**src/rtl/demux_1to16_deser.sv**
```systemverilog
// Receive-side 1-to-16 deserializer: steers serial bits into a 16-bit staging word by `sel` or an
// auto-increment pointer, then publishes it with an out_valid pulse. Optional: DEMUX_LIVE_OUT_EN.
module demux_1to16_deser #(
    parameter int unsigned NBITS = 16,
    parameter int unsigned SEL_W = 4
) (
    input  logic             clk,
    input  logic             rst_n,
    input  logic             in,
    input  logic             in_valid,
    input  logic [SEL_W-1:0] sel,
    input  logic             auto_sel,
    input  logic             clear,
    output logic [NBITS-1:0] out,
    output logic             out_valid,
    output logic             busy,
    output logic             err
);

    localparam logic StIdle = 1'b0;
    localparam logic StFill = 1'b1;

    if (NBITS != 16 || SEL_W != $clog2(NBITS)) begin : g_bad_params
        $error("demux_1to16_deser: NBITS must be 16 and SEL_W must be log2(NBITS)");
    end

    logic             state_q, state_d;
    logic [NBITS-1:0] stage_q, stage_d;
    logic [NBITS-1:0] mask_q, mask_d;
    logic [SEL_W-1:0] ptr_q, ptr_d;
    logic             mode_q, mode_d;
    logic [NBITS-1:0] out_q, out_d;
    logic             out_valid_q, out_valid_d;
    logic             err_q, err_d;

    logic             wr_mode;
    logic [SEL_W-1:0] wr_idx;
    logic [NBITS-1:0] wr_stage;
    logic [NBITS-1:0] wr_mask;
    logic             wr_dup;

    // Candidate write: the mode comes straight from auto_sel on the first bit of a word.
    always_comb begin
        wr_mode          = (state_q == StIdle) ? auto_sel : mode_q;
        wr_idx           = wr_mode ? ptr_q : sel;
        wr_stage         = stage_q;
        wr_stage[wr_idx] = in;
        wr_mask          = mask_q;
        wr_mask[wr_idx]  = 1'b1;
        wr_dup           = !wr_mode && mask_q[wr_idx];
    end

    always_comb begin
        state_d     = state_q;
        stage_d     = stage_q;
        mask_d      = mask_q;
        ptr_d       = ptr_q;
        mode_d      = mode_q;
        out_d       = out_q;
        out_valid_d = 1'b0;
        err_d       = 1'b0;

        if (clear) begin
            // Clear also swallows any bit presented alongside it.
            if (state_q == StFill) begin
                state_d = StIdle;
                stage_d = '0;
                mask_d  = '0;
                ptr_d   = '0;
            end
        end else if (in_valid) begin
`ifdef DEMUX_LIVE_OUT_EN
            out_d = wr_stage;
`endif
            if (wr_dup) begin
                stage_d = wr_stage;
                err_d   = 1'b1;
            end else if (&wr_mask) begin
                state_d     = StIdle;
                out_d       = wr_stage;
                out_valid_d = 1'b1;
                stage_d     = '0;
                mask_d      = '0;
                ptr_d       = '0;
            end else begin
                state_d = StFill;
                stage_d = wr_stage;
                mask_d  = wr_mask;
                if (wr_mode) begin
                    ptr_d = ptr_q + SEL_W'(1);
                end
                if (state_q == StIdle) begin
                    mode_d = auto_sel;
                end
            end
        end
    end

    always_ff @(posedge clk) begin
        if (!rst_n) begin
            state_q     <= StIdle;
            stage_q     <= '0;
            mask_q      <= '0;
            ptr_q       <= '0;
            mode_q      <= 1'b0;
            out_q       <= '0;
            out_valid_q <= 1'b0;
            err_q       <= 1'b0;
        end else begin
            state_q     <= state_d;
            stage_q     <= stage_d;
            mask_q      <= mask_d;
            ptr_q       <= ptr_d;
            mode_q      <= mode_d;
            out_q       <= out_d;
            out_valid_q <= out_valid_d;
            err_q       <= err_d;
        end
    end

    assign out       = out_q;
    assign out_valid = out_valid_q;
    assign busy      = (state_q == StFill);
    assign err       = err_q;

endmodule
```
**config.mk**
```make
export PLATFORM = sky130hd
export DESIGN_NAME = demux_1to16_deser
export DESIGN_NICKNAME = d
export VERILOG_FILES = /design/src/rtl/demux_1to16_deser.sv
export SDC_FILE = /design/constraint.sdc
export NUM_CORES = 1
export LEC_CHECK = 0
export CAP_MARGIN = 30
export CORE_MARGIN = 8
export CORE_UTILIZATION = 58
export DETAILED_ROUTE_END_ITERATION = 6
export GPL_ROUTABILITY_DRIVEN = 0
export PLACE_DENSITY = 0.86
export SLEW_MARGIN = 30
export SYNTH_ARGS = -nofsm -noshare
export SYNTH_HDL_FRONTEND = slang
export SYNTH_SLANG_ARGS = --single-unit
export TNS_END_PERCENT = 10
```
**constraint.sdc**
```tcl
create_clock -name clk -period 3.7 [get_ports clk]
set_clock_uncertainty 0.05 [all_clocks]
set_input_delay 0.555 -clock clk [delete_from_list [all_inputs] [get_ports clk]]
set_output_delay 0.555 -clock clk [all_outputs]
set_load 0.1 [all_outputs]
```
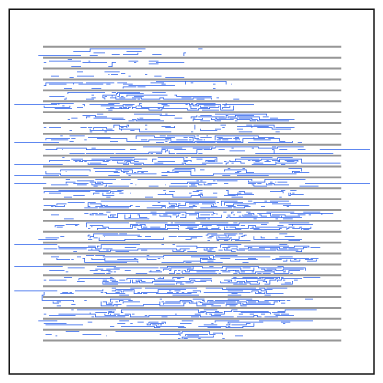
Run 1: the metal 1 layer
(4 px per µm) Supply wires on this layer in gray.
The layer carries 3,650 µm of wire. 373 nets have wire on it.

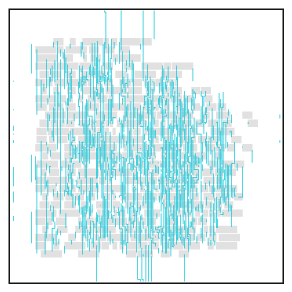
Run 1: M2 wires
(3 px per µm)
The wires run mostly vertical. 342 nets have wire on it. The longest straight run is 51.3 µm. The layer carries 3,850 µm of wire. The layer holds 47% of the routed length.

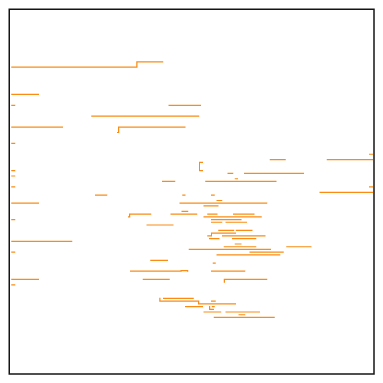
Run 1: met3 routing
(4 px per µm)
The layer carries 503 µm of wire. 59 nets have wire on it. The layer holds 6.2% of the routed length. The wires run mostly horizontal.
GR Layer Usage met3: 0.0424
final wirelength: 8150 µm
DR vias: 2,911

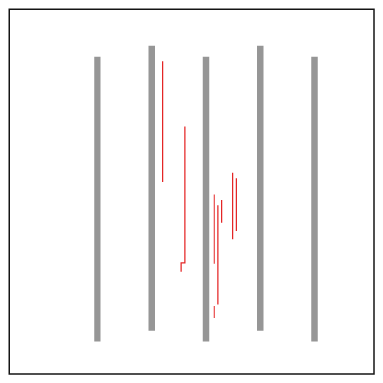
Run 1: the metal 4 layer
(4 px per µm) Supply wires on this layer in gray.
The longest straight run is 33.9 µm. 8 nets have wire on it. The wires run mostly vertical. The layer holds 1.8% of the routed length.

run 1: worst reg2reg max path: stages (launching register included):
cell       delay (ns)
dfxtp_1          0.83
mux2_2           0.41
a2111oi_0        0.46
o22ai_1          0.23
a41oi_1          0.55
o21ai_1          0.26
or3_1            0.39
a21oi_1          0.14
run 1: routing by layer:
layer | track usage | part of all wire | vias to the layer above
li1 | - | - | 1373
met1 | 0.255 | 0.45 | 1404
met2 | 0.301 | 0.47 | 117
met3 | 0.0424 | 0.062 | 17
met4 | 0.0737 | 0.018 | 0
met5 | 0 | 0 | -
run 1: metrics by stage:
step	cell area [µm²]	util	instances	worst slack (ns)	hold WS [ns]
2_1_floorplan	3250	-	359	0.275	0.387
3_3_place_gp	3610	0.660	449	0.0804	0.402
3_5_place_dp	3610	0.660	449	0.0618	0.403
4_1_cts	3710	0.678	457	0.343	0.421
5_1_grt	3710	0.678	457	0.163	0.459
6_report	3710	0.678	457	0.255	0.418
run 1: report_power, final:
part           switching (mW)  total [mW]  leakage [nW]  internal, mW
Clock                   0.216       0.355        0.0463         0.140
Combinational          0.0931       0.157         0.776        0.0639
Sequential            0.00720       0.614         0.451         0.607
Total                   0.316        1.13          1.27         0.811
run 1: final timing paths:
path | start | endpoint | slack (ns) | depth (start not counted)
max | sel[0] | ptr_q[3] | 0.25 | 9
min | stage_q[5] | stage_q[5] | 0.42 | 2
max reg2reg | ptr_q[1] | ptr_q[3] | 0.33 | 7
min reg2reg | stage_q[5] | stage_q[5] | 0.42 | 2
run 1: cells by family after synthesis:
| logic type | after synthesis | share of synthesized area |
|---|---|---|
| AOI/OAI and AO/OA | 93 | 0.187 |
| adders and majority gates | 1 | 0.00385 |
| buffers and inverters | 36 | 0.0578 |
| DFF | 56 | 0.345 |
| muxes | 52 | 0.177 |
| and+or+nand+nor | 121 | 0.229 |
run 1: layout make-up:
cell class | count | area [µm²]
Timing Repair Buffer | 48 | 443
Fill cell | 456 | 1760
Inverter | 6 | 22.5
Sequential cell | 56 | 1120
Tap cell | 72 | 90.1
Clock inverter | 3 | 27.5
Multi-Input combinational cell | 267 | 1940
Clock buffer | 5 | 68.8
run 1: cell usage after synthesis (3+ instances only):
cell / n / share of area
o21a_1: 3 / 0.0069
nor3_1: 4 / 0.0062
mux2_2: 20 / 0.069
dfxtp_1: 56 / 0.35
buf_2: 14 / 0.022
nand2b_1: 4 / 0.0077
nor2b_1: 19 / 0.037
nor4bb_1: 10 / 0.031
nand4b_1: 9 / 0.024
clkbuf_1: 12 / 0.014
nor4b_1: 7 / 0.019
nand2_1: 19 / 0.022
mux2i_1: 26 / 0.080
a22o_1: 14 / 0.038
mux2i_2: 3 / 0.013
nor3b_1: 3 / 0.0069
a21oi_1: 31 / 0.048
o21ai_0: 22 / 0.034
a21o_1: 4 / 0.0093
nor2_1: 21 / 0.024
and2_1: 4 / 0.0077
nor4_1: 6 / 0.012
nand3b_1: 3 / 0.0069
inv_1: 6 / 0.0069
run 1: sequential cells by signal (all words and copies together), names as in the netlist:
register and count:
mask_q 16, out 16, stage_q 16, ptr_q 4, busy 1, err 1, mode_q 1, out_valid 1
==> metrics.cfg, run 1 <==
[final_timing]
fin_crit_sh=0.931
setup_viol=0
period_minus_slack_ns=3.45
fmax_mhz=290
maxSlewViolCount=0
worst_pin_slew_ns=0.984
fin_setup_tns_ns=0
hold_viol=0

[logic_synthesis]
syn_nets=370
ys_ff=56
ys_seq_frac=0.345
edf_count=0
synth_area_um2=3250
yosys_area_um2=3250
synth_warnings=0
syn_inst=359

[placed_design]
detailedPlacementHpwl_um=5710

[clock_tree]
clkLatencyLatePin_ns=0.31
post_cts_resized=0
cts_buffer_depth=2
cts_tree=done
htreeDepth=2
postCtsHoldBufs=0
cts_buffers=5

[floorplanning]
initial_core_util=0.593
rows=27
ios=29
die_h_um=90.8
dieWidth_um=90.8
design.core.area_um2=5470

[worst_setup_path]
crit_type=input pin to flip-flop
critPathArrivalTime_ns=3.65
cp_top_family=AND-OR/OR-AND gates
path_max_fanout=13
cpPeakStageDelay_ns=0.75
path_cells=clkdlybuf4s50_1 -> buf_4 -> mux4_2 -> o21ai_0 -> a211oi_1 -> a41oi_1 -> o21ai_1 -> or3_1 -> a21oi_1

[pwr]
p_per_area_nw_per_um2=304
power_mw=1.13

[grt]
grtUsageTotal=0.194
grt_antenna_before_repair=0
grt_pass1_vias=2718
grt_pass1_wl_um=13500

[finish]
layout_top_cells=56 x dfxtp_1, 31 x a21oi_1, 28 x clkdlybuf4s50_1
lay_top_count=dfxtp_1
layout-drive-gt1-share=0.148

[routing]
dr.pass1.iters=5
drtIter0Drc=234
detail_route.wl_per_cell_um=17.8

[run_status]
status=completed

[job]
warnings=26

Run 1, placement view:
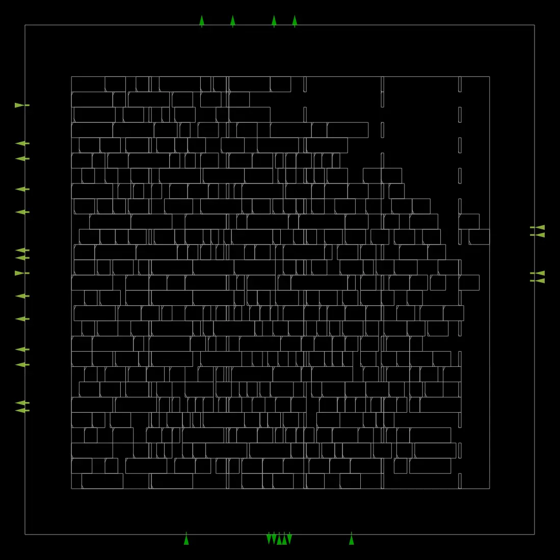

==> inputs of run 2 (changes only) <==
--- a/config.mk
+++ b/config.mk
@@ -10,7 +10,7 @@
 export CORE_UTILIZATION = 58
 export DETAILED_ROUTE_END_ITERATION = 6
 export GPL_ROUTABILITY_DRIVEN = 0
-export PLACE_DENSITY = 0.86
+export PLACE_DENSITY_LB_ADDON = 0.2
 export SLEW_MARGIN = 30
 export SYNTH_ARGS = -nofsm -noshare
 export SYNTH_HDL_FRONTEND = slang
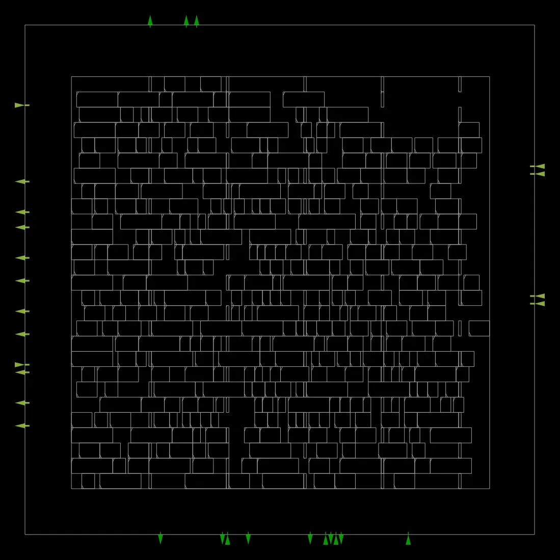
Run 2: placement view
Finished Layout Cells: 456
flop share of the area: 0.301
core box area: 5470 µm²

==> run 2 against run 1 <==
Effect of this change:
- area after synthesis stayed put
- die area did not move
- register-to-register slack gained 0.17 ns
- largest power group unchanged
- highest routed layer unchanged
==> metrics.cfg, run 2 <==
[placed_design]
detailedPlacementHpwl_um=5550

[worst_setup_path]
end_kind=flip-flop
slowest_stage=clkdlybuf4s50_1
r2r_start=busy
path_max_fanout=17
cp-endpoint=ptr_q[3]
rrSetupSlack_ns=0.50
path_cells=clkdlybuf4s50_1 -> buf_4 -> mux4_2 -> o21ai_0 -> a211oi_1 -> a41oi_1 -> o21ai_1 -> or3_1 -> a21oi_1
worstSetupStartpoint=sel[0]
required_ns=3.89
r2r_cells=8
cpPeakStageDelay_ns=0.84
crit_type=input pin to flip-flop
start_kind=input pin
critPathArrivalTime_ns=3.63
r2r-end=stage_q[7]

[clock_tree]
postCtsHoldBufs=0
htreeDepth=2
clkLatencyLatePin_ns=0.30
cts_tree=done
cts_buffer_depth=2
path_clk_slew_ns=0.09
post_cts_resized=0
cts_buffers=5

[final_timing]
fin_crit_sh=0.928
fmax_mhz=291
maxSlewViolCount=0
setup_viol=0
relSlewSlack=0.345
worst_pin_slew_ns=0.979
fin_setup_tns_ns=0
holdWs_ns=0.417
hold_viol=0
period_minus_slack_ns=3.43

[grt]
grt_use_met1=0.278
grt_pass1_vias=2645
top_usage_layer=met2
met2_usage=0.291
met3_usage=0.0366
grtUsageTotal=0.196
grt_antenna_before_repair=0
grt_pass1_wl_um=13700

[job]
warnings=26
maxCapViolations=0

[routing]
routed_wl_um=7950
dr.pass1.iters=5
detail_route.wl_per_cell_um=17.4
vias_per_cell=6.23
routed-via-count=2842
drtIter0Drc=247
antenna_left=0
drc=0

[logic_synthesis]
ys_cells=359
yosys_area_um2=3250
syn_nets=370
synth.most_common_cell=dfxtp_1
syn_inst=359
synth_area_um2=3250
common_cells=56 x dfxtp_1, 31 x a21oi_1, 26 x mux2i_1
synth-main-ff-cell=dfxtp_1
ys_seq_frac=0.345
yosysTopAreaCellShare=0.345
area_leaders=dfxtp_1 35%, mux2i_1 8.0%, mux2_2 6.9%
avgSynthCellArea_um2=9.04
ys_ff=56
top_area_cell=dfxtp_1
synth_warnings=0
edf_count=0

[finish]
fillerInstances=474
nets=395
antennaDiodeCount=0
area_delta_synth_final_pct=14.7
layout-drive-gt1-share=0.146
lay_top_count=dfxtp_1
layout_top_cells=56 x dfxtp_1, 31 x a21oi_1, 28 x clkdlybuf4s50_1

[pwr]
p_per_area_nw_per_um2=302

[floorplanning]
die_h_um=90.8
initial_core_util=0.593
ios=29
dieWidth_um=90.8
rows=27
dieArea_um2=8250

[run_status]
status=completed

## run 2: netlist changes by cell type in the layout (fill, tap and decap cells not counted), sizes merged
cell      before  now
clkbuf         5    7
clkinvlp       1    0
inv            7    6
clkinv         1    0
## run 2: area by class of cell
| cell class | count | area [µm²] | area share |
|---|---|---|---|
| inverters | 6 | 22.5 | 0.00605 |
| repair buffers | 48 | 455 | 0.122 |
| multi-input cells | 267 | 1940 | 0.520 |
| clock buffers | 7 | 96.3 | 0.0259 |
| well taps | 72 | 90.1 | 0.0242 |
| flip-flops and latches | 56 | 1120 | 0.301 |
## run 2: worst min path at each step
stage                           from         end  slack (ns)  cells after the start
after floorplan           stage_q[4]  stage_q[4]        0.39                      2
after global placement    stage_q[4]  stage_q[4]        0.40                      2
after detailed placement  stage_q[8]  stage_q[8]        0.41                      1
after CTS                 stage_q[5]  stage_q[5]        0.42                      2
after global routing      stage_q[3]  stage_q[3]        0.45                      1
final                     stage_q[5]  stage_q[5]        0.42                      2
## run 2: cells by family (layout without fill, tap and decap cells)
kind of cell               count (synthesis)  count (layout)  share of synthesized area
muxes                                     52              52                      0.177
DFF                                       56              56                      0.345
buffers and inverters                     36              61                     0.0578
and+or+nand+nor                          121             121                      0.229
adders and majority gates                  1               1                    0.00385
AOI/OAI and AO/OA                         93              93                      0.187
## run 2: critical path: cells and delay by family
kind,cells,cell delay [ns]
compound gates,5,1.14
buf+inv,2,1.07
simple gates,1,0.39
mux,1,0.48
## run 2: stage by stage
step / worst slack, ns / cell area, µm² / utilization / instances / power [mW]
CTS: 0.347 / 3720 / 0.680 / 456 / 1.13
global route: 0.0723 / 3720 / 0.680 / 456 / 1.17
finish: 0.266 / 3720 / 0.680 / 456 / 1.12
global placement: 0.102 / 3630 / 0.663 / 449 / 0.781
detailed placement: 0.0745 / 3630 / 0.663 / 449 / 0.783
floorplan: 0.275 / 3250 / - / 359 / 0.733
## run 2: layer usage
metal / vias up / share of wire
met1: 1358 / 0.48
li1: 1371 / -
met2: 99 / 0.45
met3: 14 / 0.053
met5: - / 0
met4: 0 / 0.016
## run 2: power by group
| part | internal (mW) | total, mW | switching, mW |
|---|---|---|---|
| clock | 0.167 | 0.351 | 0.184 |
| sequential | 0.607 | 0.614 | 0.00717 |
| combinational | 0.0660 | 0.159 | 0.0929 |
Power is estimated from default activity; no workload was simulated.
